**config.mk**
```make
export PLATFORM = sky130hd
export DESIGN_NAME = square_wave_analyzer
export DESIGN_NICKNAME = d
export VERILOG_FILES = /design/src/rtl/square_wave_analyzer.sv
export SDC_FILE = /design/constraint.sdc
export NUM_CORES = 1
export LEC_CHECK = 0
export CAP_MARGIN = 20
export CORE_MARGIN = 3
export CORE_UTILIZATION = 40
export DETAILED_ROUTE_END_ITERATION = 12
export PLACE_DENSITY = 0.67
export SLEW_MARGIN = 20
export SYNTH_ARGS = -nofsm -noshare
export SYNTH_HDL_FRONTEND = slang
export SYNTH_SLANG_ARGS = --single-unit
```
**constraint.sdc**
```tcl
create_clock -name clk -period 2.49 [get_ports clk]
set_input_delay 0.3735 -clock clk [delete_from_list [all_inputs] [get_ports clk]]
set_output_delay 0.3735 -clock clk [all_outputs]
set_load 0.005 [all_outputs]
```
**src/rtl/square_wave_analyzer.sv**
```systemverilog
// -----------------------------------------------------------------------------
// square_wave_analyzer
//
// Receive-side companion to the 8-bit square-wave generator. Slices a stream
// of 8-bit samples to a logic level using hysteresis thresholds, then reports
// edges, the period between the last two rising edges and the high time
// within that period. All durations are counted in accepted samples.
//
// Optional feature macro: GLITCH_FILTER_EN
//   defined   - an opposite classification must persist for MIN_RUN
//               consecutive accepted samples before the level changes.
//   undefined - the level changes on the first opposite sample and the
//               MIN_RUN parameter does not exist.
//
// Ports
//   clk           in   1      system clock, all logic on posedge
//   reset         in   1      synchronous, active-high reset
//   sample_in     in   8      input sample
//   sample_valid  in   1      sample_in is accepted when 1
//   level_out     out  1      current sliced level (0 while UNKNOWN)
//   rise_pulse    out  1      1-cycle pulse on an accepted low->high edge
//   fall_pulse    out  1      1-cycle pulse on an accepted high->low edge
//   period        out  CNT_W  samples between the last two rising edges
//   high_time     out  CNT_W  high samples within that period
//   meas_valid    out  1      1-cycle pulse, period/high_time updated
//   no_signal     out  1      sticky, set when the period counter saturates
//   state_dbg     out  2      FSM state (0 UNKNOWN, 1 LOW, 2 HIGH)
//
// Handshake: a sample is consumed on every posedge where sample_valid is 1;
// there is no back-pressure. On cycles with sample_valid 0 nothing changes
// except that the one-cycle pulses return to 0.
// -----------------------------------------------------------------------------
module square_wave_analyzer #(
    parameter int         CNT_W     = 16,
    parameter logic [7:0] HI_THRESH = 8'd192,
    parameter logic [7:0] LO_THRESH = 8'd64
`ifdef GLITCH_FILTER_EN
    ,
    parameter int         MIN_RUN   = 2
`endif
) (
    input  logic             clk,
    input  logic             reset,
    input  logic [7:0]       sample_in,
    input  logic             sample_valid,
    output logic             level_out,
    output logic             rise_pulse,
    output logic             fall_pulse,
    output logic [CNT_W-1:0] period,
    output logic [CNT_W-1:0] high_time,
    output logic             meas_valid,
    output logic             no_signal,
    output logic [1:0]       state_dbg
);

    localparam logic [1:0] ST_UNKNOWN = 2'd0;
    localparam logic [1:0] ST_LOW     = 2'd1;
    localparam logic [1:0] ST_HIGH    = 2'd2;

    localparam logic [CNT_W-1:0] CNT_MAX = {CNT_W{1'b1}};
    localparam logic [CNT_W-1:0] CNT_ONE = {{(CNT_W-1){1'b0}}, 1'b1};
    localparam logic [CNT_W-1:0] CNT_PRE = CNT_MAX - CNT_ONE;

    logic [1:0]       state_q, state_d;
    logic [CNT_W-1:0] per_cnt_q, per_cnt_d;
    logic [CNT_W-1:0] hi_cnt_q, hi_cnt_d;
    logic [CNT_W-1:0] period_q, period_d;
    logic [CNT_W-1:0] high_time_q, high_time_d;
    logic             armed_q, armed_d;
    logic             no_signal_q, no_signal_d;
    logic             rise_q, rise_d;
    logic             fall_q, fall_d;
    logic             meas_q, meas_d;

    logic is_hi, is_lo;
    logic take_rise, take_fall;
    logic sat_reached;

    assign is_hi = (sample_in >= HI_THRESH);
    assign is_lo = (sample_in <= LO_THRESH);

`ifdef GLITCH_FILTER_EN
    localparam int RUN_W = (MIN_RUN > 1) ? $clog2(MIN_RUN + 1) : 1;
    localparam logic [RUN_W-1:0] RUN_LAST = RUN_W'(MIN_RUN - 1);

    logic [RUN_W-1:0] run_q, run_d;

    // run_q counts consecutive opposite samples already seen; the edge is
    // taken on the MIN_RUN-th one. Mid or same-level samples restart it.
    always_comb begin
        take_rise = 1'b0;
        take_fall = 1'b0;
        run_d     = run_q;
        if (sample_valid) begin
            if ((state_q == ST_LOW && is_hi) || (state_q == ST_HIGH && is_lo)) begin
                if (run_q == RUN_LAST) begin
                    take_rise = (state_q == ST_LOW);
                    take_fall = (state_q == ST_HIGH);
                    run_d     = '0;
                end else begin
                    run_d = run_q + 1'b1;
                end
            end else begin
                run_d = '0;
            end
        end
    end

    always_ff @(posedge clk) begin
        if (reset) begin
            run_q <= '0;
        end else begin
            run_q <= run_d;
        end
    end
`else
    always_comb begin
        take_rise = 1'b0;
        take_fall = 1'b0;
        if (sample_valid) begin
            take_rise = (state_q == ST_LOW) && is_hi;
            take_fall = (state_q == ST_HIGH) && is_lo;
        end
    end
`endif

    always_comb begin
        state_d     = state_q;
        per_cnt_d   = per_cnt_q;
        hi_cnt_d    = hi_cnt_q;
        period_d    = period_q;
        high_time_d = high_time_q;
        armed_d     = armed_q;
        no_signal_d = no_signal_q;
        rise_d      = 1'b0;
        fall_d      = 1'b0;
        meas_d      = 1'b0;
        sat_reached = 1'b0;

        if (sample_valid) begin
            // Level FSM. UNKNOWN settles on the first decisive sample
            // without an edge; mid samples never move the level.
            case (state_q)
                ST_UNKNOWN: begin
                    if (is_hi) begin
                        state_d = ST_HIGH;
                    end else if (is_lo) begin
                        state_d = ST_LOW;
                    end
                end
                ST_LOW: begin
                    if (take_rise) begin
                        state_d = ST_HIGH;
                    end
                end
                ST_HIGH: begin
                    if (take_fall) begin
                        state_d = ST_LOW;
                    end
                end
                default: state_d = ST_UNKNOWN;
            endcase

            if (take_rise) begin
                // The rising-edge sample is sample 1 of the new period.
                per_cnt_d = CNT_ONE;
                hi_cnt_d  = CNT_ONE;
                rise_d    = 1'b1;
                // The first rise after reset or no_signal only arms.
                if (armed_q) begin
                    period_d    = per_cnt_q;
                    high_time_d = hi_cnt_q;
                    meas_d      = 1'b1;
                end
                armed_d     = 1'b1;
                no_signal_d = 1'b0;
            end else begin
                if (per_cnt_q != CNT_MAX) begin
                    per_cnt_d   = per_cnt_q + CNT_ONE;
                    // Only the step into saturation flags no_signal, so a
                    // falling edge while saturated can still clear it.
                    sat_reached = (per_cnt_q == CNT_PRE);
                end
                if (state_d == ST_HIGH && hi_cnt_q != CNT_MAX) begin
                    hi_cnt_d = hi_cnt_q + CNT_ONE;
                end
            end

            if (take_fall) begin
                fall_d      = 1'b1;
                no_signal_d = 1'b0;
            end

            if (sat_reached) begin
                no_signal_d = 1'b1;
                armed_d     = 1'b0;
            end
        end
    end

    always_ff @(posedge clk) begin
        if (reset) begin
            state_q     <= ST_UNKNOWN;
            per_cnt_q   <= '0;
            hi_cnt_q    <= '0;
            period_q    <= '0;
            high_time_q <= '0;
            armed_q     <= 1'b0;
            no_signal_q <= 1'b0;
            rise_q      <= 1'b0;
            fall_q      <= 1'b0;
            meas_q      <= 1'b0;
        end else begin
            state_q     <= state_d;
            per_cnt_q   <= per_cnt_d;
            hi_cnt_q    <= hi_cnt_d;
            period_q    <= period_d;
            high_time_q <= high_time_d;
            armed_q     <= armed_d;
            no_signal_q <= no_signal_d;
            rise_q      <= rise_d;
            fall_q      <= fall_d;
            meas_q      <= meas_d;
        end
    end

    assign level_out  = (state_q == ST_HIGH);
    assign rise_pulse = rise_q;
    assign fall_pulse = fall_q;
    assign period     = period_q;
    assign high_time  = high_time_q;
    assign meas_valid = meas_q;
    assign no_signal  = no_signal_q;
    assign state_dbg  = state_q;

endmodule
```
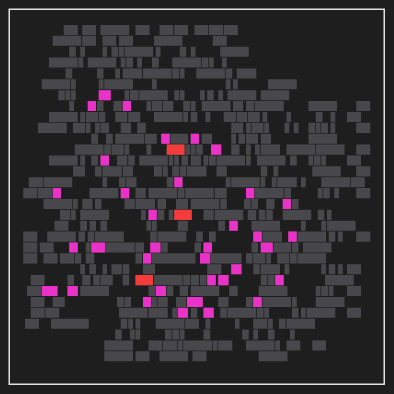
(gate-type map)
(4 px per um)
legend:
  magenta:
    family: AND and OR gates
    cells: 35
    most_used: or3_1
  red:
    family: adder and majority cells
    cells: 3
    most_used: ha_1
most common cell after layout, fill and taps aside: nand2_1
post-layout instance count excluding filler cells: 526

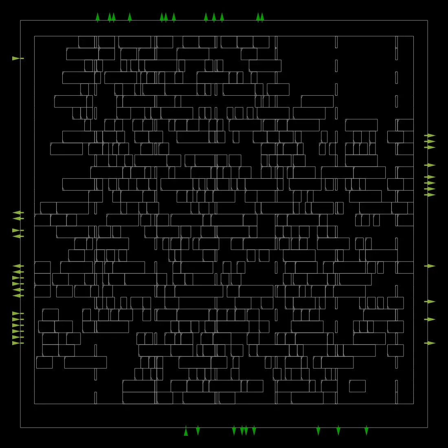
(cell outlines without signal wires)
sequential portion of the cell area: 0.3684
Well-Tap Cells: 99
fill cell total of the finished layout: 687
std cell rows: 31
number of sequential storage elements: 71

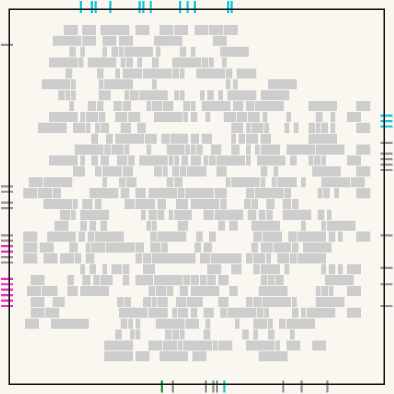
(pin map)
(4 px per um) Pins as bars across the die edge, other pins in gray.
legend:
  green:
    port: sample_valid
    pins: 1
    direction: input
    edge: bottom
  magenta:
    port: sample_in
    pins: 8
    direction: input
    edge: left
  cyan:
    port: period
    pins: 16
    direction: output
    edge: 12 top, 3 right, 1 bottom
all pins by edge: 17 left, 12 right, 12 top, 9 bottom

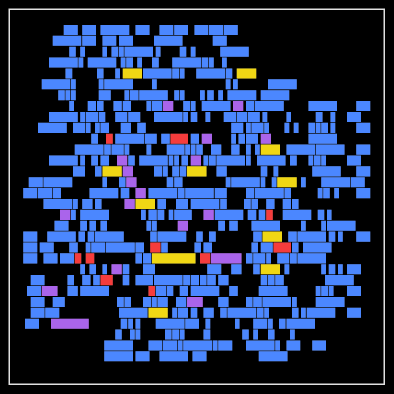
(cell sizes after repair)
(4 px per um)
legend:
  red:
    size: drive 2
    cells: 10
    share: 2.3%
    most_used: clkinv_2
  blue:
    size: drive 1 or less
    cells: 388
    share: 91%
    most_used: nand2_1
  purple:
    size: drive 3 to 4
    cells: 18
    share: 4.2%
    most_used: buf_4
  yellow:
    size: drive 6 and up
    cells: 11
    share: 2.6%
    most_used: clkbuf_8
final setup margin: 0.4625 ns
Area Growth Syn to Fin: 26.34%
final instance area: 3859 sq um
Non-CTS buffers: 61

==> writeup.txt <==
The run finished with clean final reports. The tools report the total clock sinks as 71. A synthesized cell averages 8.299 sq um. The internal portion of the total power is 1.669 mW. The detailed-routing iteration count for the pre-antenna-repair pass was 4. The routing usage on met2 was 0.2621; the die footprint was 8720 sq um.

The maximum clock path buffer count was 2. The worst min-delay path category was register to register. The fraction of synthesized cell area taken by the top area cell type was 0.4654.

The total number of nets in the final design came out at 436. The net switching power in the latest report is 0.4970 mW. The detailed router put a total of 3450 um of wire on met1.

For the global routing met1 resource utilization, the log shows 0.2263. Setup repair after global routing left no endpoint under its margin. Leaving out the clock tree, the finished layout contains an inverter count of 6. Once placement finished, the instance area stood at 3661 sq um.

The logs give 0.045 for the portion of total power attributed to combinational logic and 0 for the detailed-route DRC error count. The sequential power share was 0.532. For the total track usage, the log shows 0.1702. The smallest clock period supported by the final layout is computed as 2.027 ns. The floorplan-stage core utilization is 0.4166, and the register area is 1421 sq um.

The switching share of power came out at 0.2294. The critical path in this run is classified as register to register. The count of warning messages emitted by the tools was 27.

Entering global routing, the biggest net connects 39 pins. The number of buffers inserted by hold repair at cts came out at 0. The run gives 3109 um for the met2 wire length. The power per cell area was 561.3 nW/um^2; the number of diodes added for antenna fixing was 0. The initial antenna violation count was 0; the global-route met3 utilization was 0.04586. The routed layout has 2760 vias.

Endpoints with negative setup slack in the final report add up to 0. The tools report the leakage power summed over all cells as 1.254 nW. With the via density per instance at 5.247, the remaining antenna violation count is 0. The share of layout cells above drive strength 1 was 0.09133; the clock group share of total power was 0.423.

The congestion estimate from routability-driven global placement came to 0.8330. The maximum level of the CTS H-tree is 3. The biggest slice of the area belongs to multi-input combinational cells.

Listed in order, past its start point the critical path passes ha_1 > nand3_1 > or4_1 > nand4b_1 > or3_1 > a21oi_1. Across the run, the number of max-cap violations was 0. For this design, Yosys synthesis ends with a cell count of 368. Prior to clock tree synthesis, the placed netlist has a worst setup slack of 0.08862 ns. met2 is the most crowded layer. Clock tree synthesis inserted a total of 9 buffers. For the number of hold violations in the final report, the log shows 0. Highest net fanout along the worst path: 7. The run gives 10 for the clock buffer instance count of the final layout.

The number of different library cells used by synthesis comes to 47. Via count of the first global-routing pass: 2574. Per report_power, the Combinational row totals 0.0979 mW.

TritonCTS built the clock tree. The register bit count reported by yosys is 71. In this run, synthesis inferred 0 flip-flops with an integrated enable. The tree is rooted in a clkbuf_8.

Cell type with the largest total area after synthesis: dfxtp_1. Number of design-rule violations left by the first detailed-router iteration: 121. The timing report shows that the slowest cell on the worst path is or4_1. The registers of the reported paths see a clock transition of 0.07 ns. For this run, the leading register cell type out of synthesis is dfxtp_1.

The number of setup buffers added after CTS is 0. As logged by OpenROAD, the buffers inserted on ports number 49. Remaining max-slew budget at the tightest pin: 0.6702.

The clock network consumes a total of 0.916 mW. Power comes to 2.166 mW. The power attributed to sequential cells is 1.15 mW.

Sorting the synthesized cells by area gives the leading types as dfxtp_1, nand2_1, a21oi_1. The layout contains a multi-input combinational cell count of 273. Global routing finished with a remaining overflow of 0. STA classifies the critical path startpoint as a register. The portion of the layout cell area used by non-clock buffers was 0.1505. Setup total negative slack on the finished layout was measured at 0 ns. The worst setup path is captured at a register. The logs give 0 for the total of warnings raised by yosys and 2.26 ns for the arrival time of the worst setup path. In this build the clock could be raised as far as 0.4932 GHz. The fraction of area in multi-input gates was 0.3917; the count of instances resized after the clock tree is built was 0. The post-layout utilization of the core is 0.5264. The share of async-settable or async-resettable flops after synthesis works out to 0. According to the Yosys statistics, the synthesized design has a chip area of 3054 sq um. The later-pin clock latency in the skew report was 0.34 ns.

Summed over all nets, the half-perimeter wirelength after detailed placement is 4952 um. The netlist area before placement is 3054 sq um. The tools report the part of the Yosys area used for sequential elements as 0.4654.
-- Yosys cell counts, drive strengths merged (2+ instances only) --
master,instances
o21ai,18
a21oi,53
nor4,2
nand4b,2
o31ai,3
clkbuf,9
or3,14
nand4,12
nor2,19
xnor2,7
xor2,5
ha,3
and3,7
inv,5
buf,9
nand2,78
or4,7
nor3b,2
and2,2
nand3,14
a31oi,3
nor3,6
dfxtp,71
and4,3
-- layout by cell type, fill, tap and decap left out, types with 5 or more instances in the layout --
cell,Yosys,final
nand2_1,77,77
dfxtp_1,71,71
a21oi_1,53,53
clkdlybuf4s50_1,0,49
nor2_1,19,19
nand3_1,14,14
o21ai_0,13,13
or3_1,13,13
buf_4,0,12
nand4_1,11,11
clkbuf_8,0,10
xnor2_1,7,7
and3_1,6,6
nor3_1,6,6
or4_1,6,6
inv_1,5,5
xor2_1,5,5
o21ai_1,5,5
-- final timing paths --
path,from,end,slack (ns),cells after the start
worst min-delay path,period[3],period[3],0.45,2
worst min register to register,period[3],period[3],0.45,2
worst max register to register,hi_cnt_q[0],hi_cnt_q[14],0.46,6
worst max-delay path,hi_cnt_q[0],hi_cnt_q[14],0.46,6
-- flip-flops by register name (all words and copies together), names as in the netlist, 2 cells and up --
register	cells
hi_cnt_q	16
high_time	16
per_cnt_q	16
period	16
state_dbg	2
-- cell families after synthesis --
family,Yosys count,synth area share
AOI/OAI and AO/OA,85,0.1573
xor gates and xnor gates,12,0.03441
adders and majority gates,3,0.01229
buffers and inverters,24,0.03974
DFF,71,0.4654
and+or+nand+nor,173,0.2909
-- critical path: cells and delay by family, from the launching register on --
family	cells	cell delay, ns
AND-OR/OR-AND	1	0.06
flip-flops	1	0.39
AND/OR/NAND/NOR	4	1.20
adder cells (fa/ha/maj)	1	0.27
Power figures rest on the tool's default switching activity, not on a simulated workload.
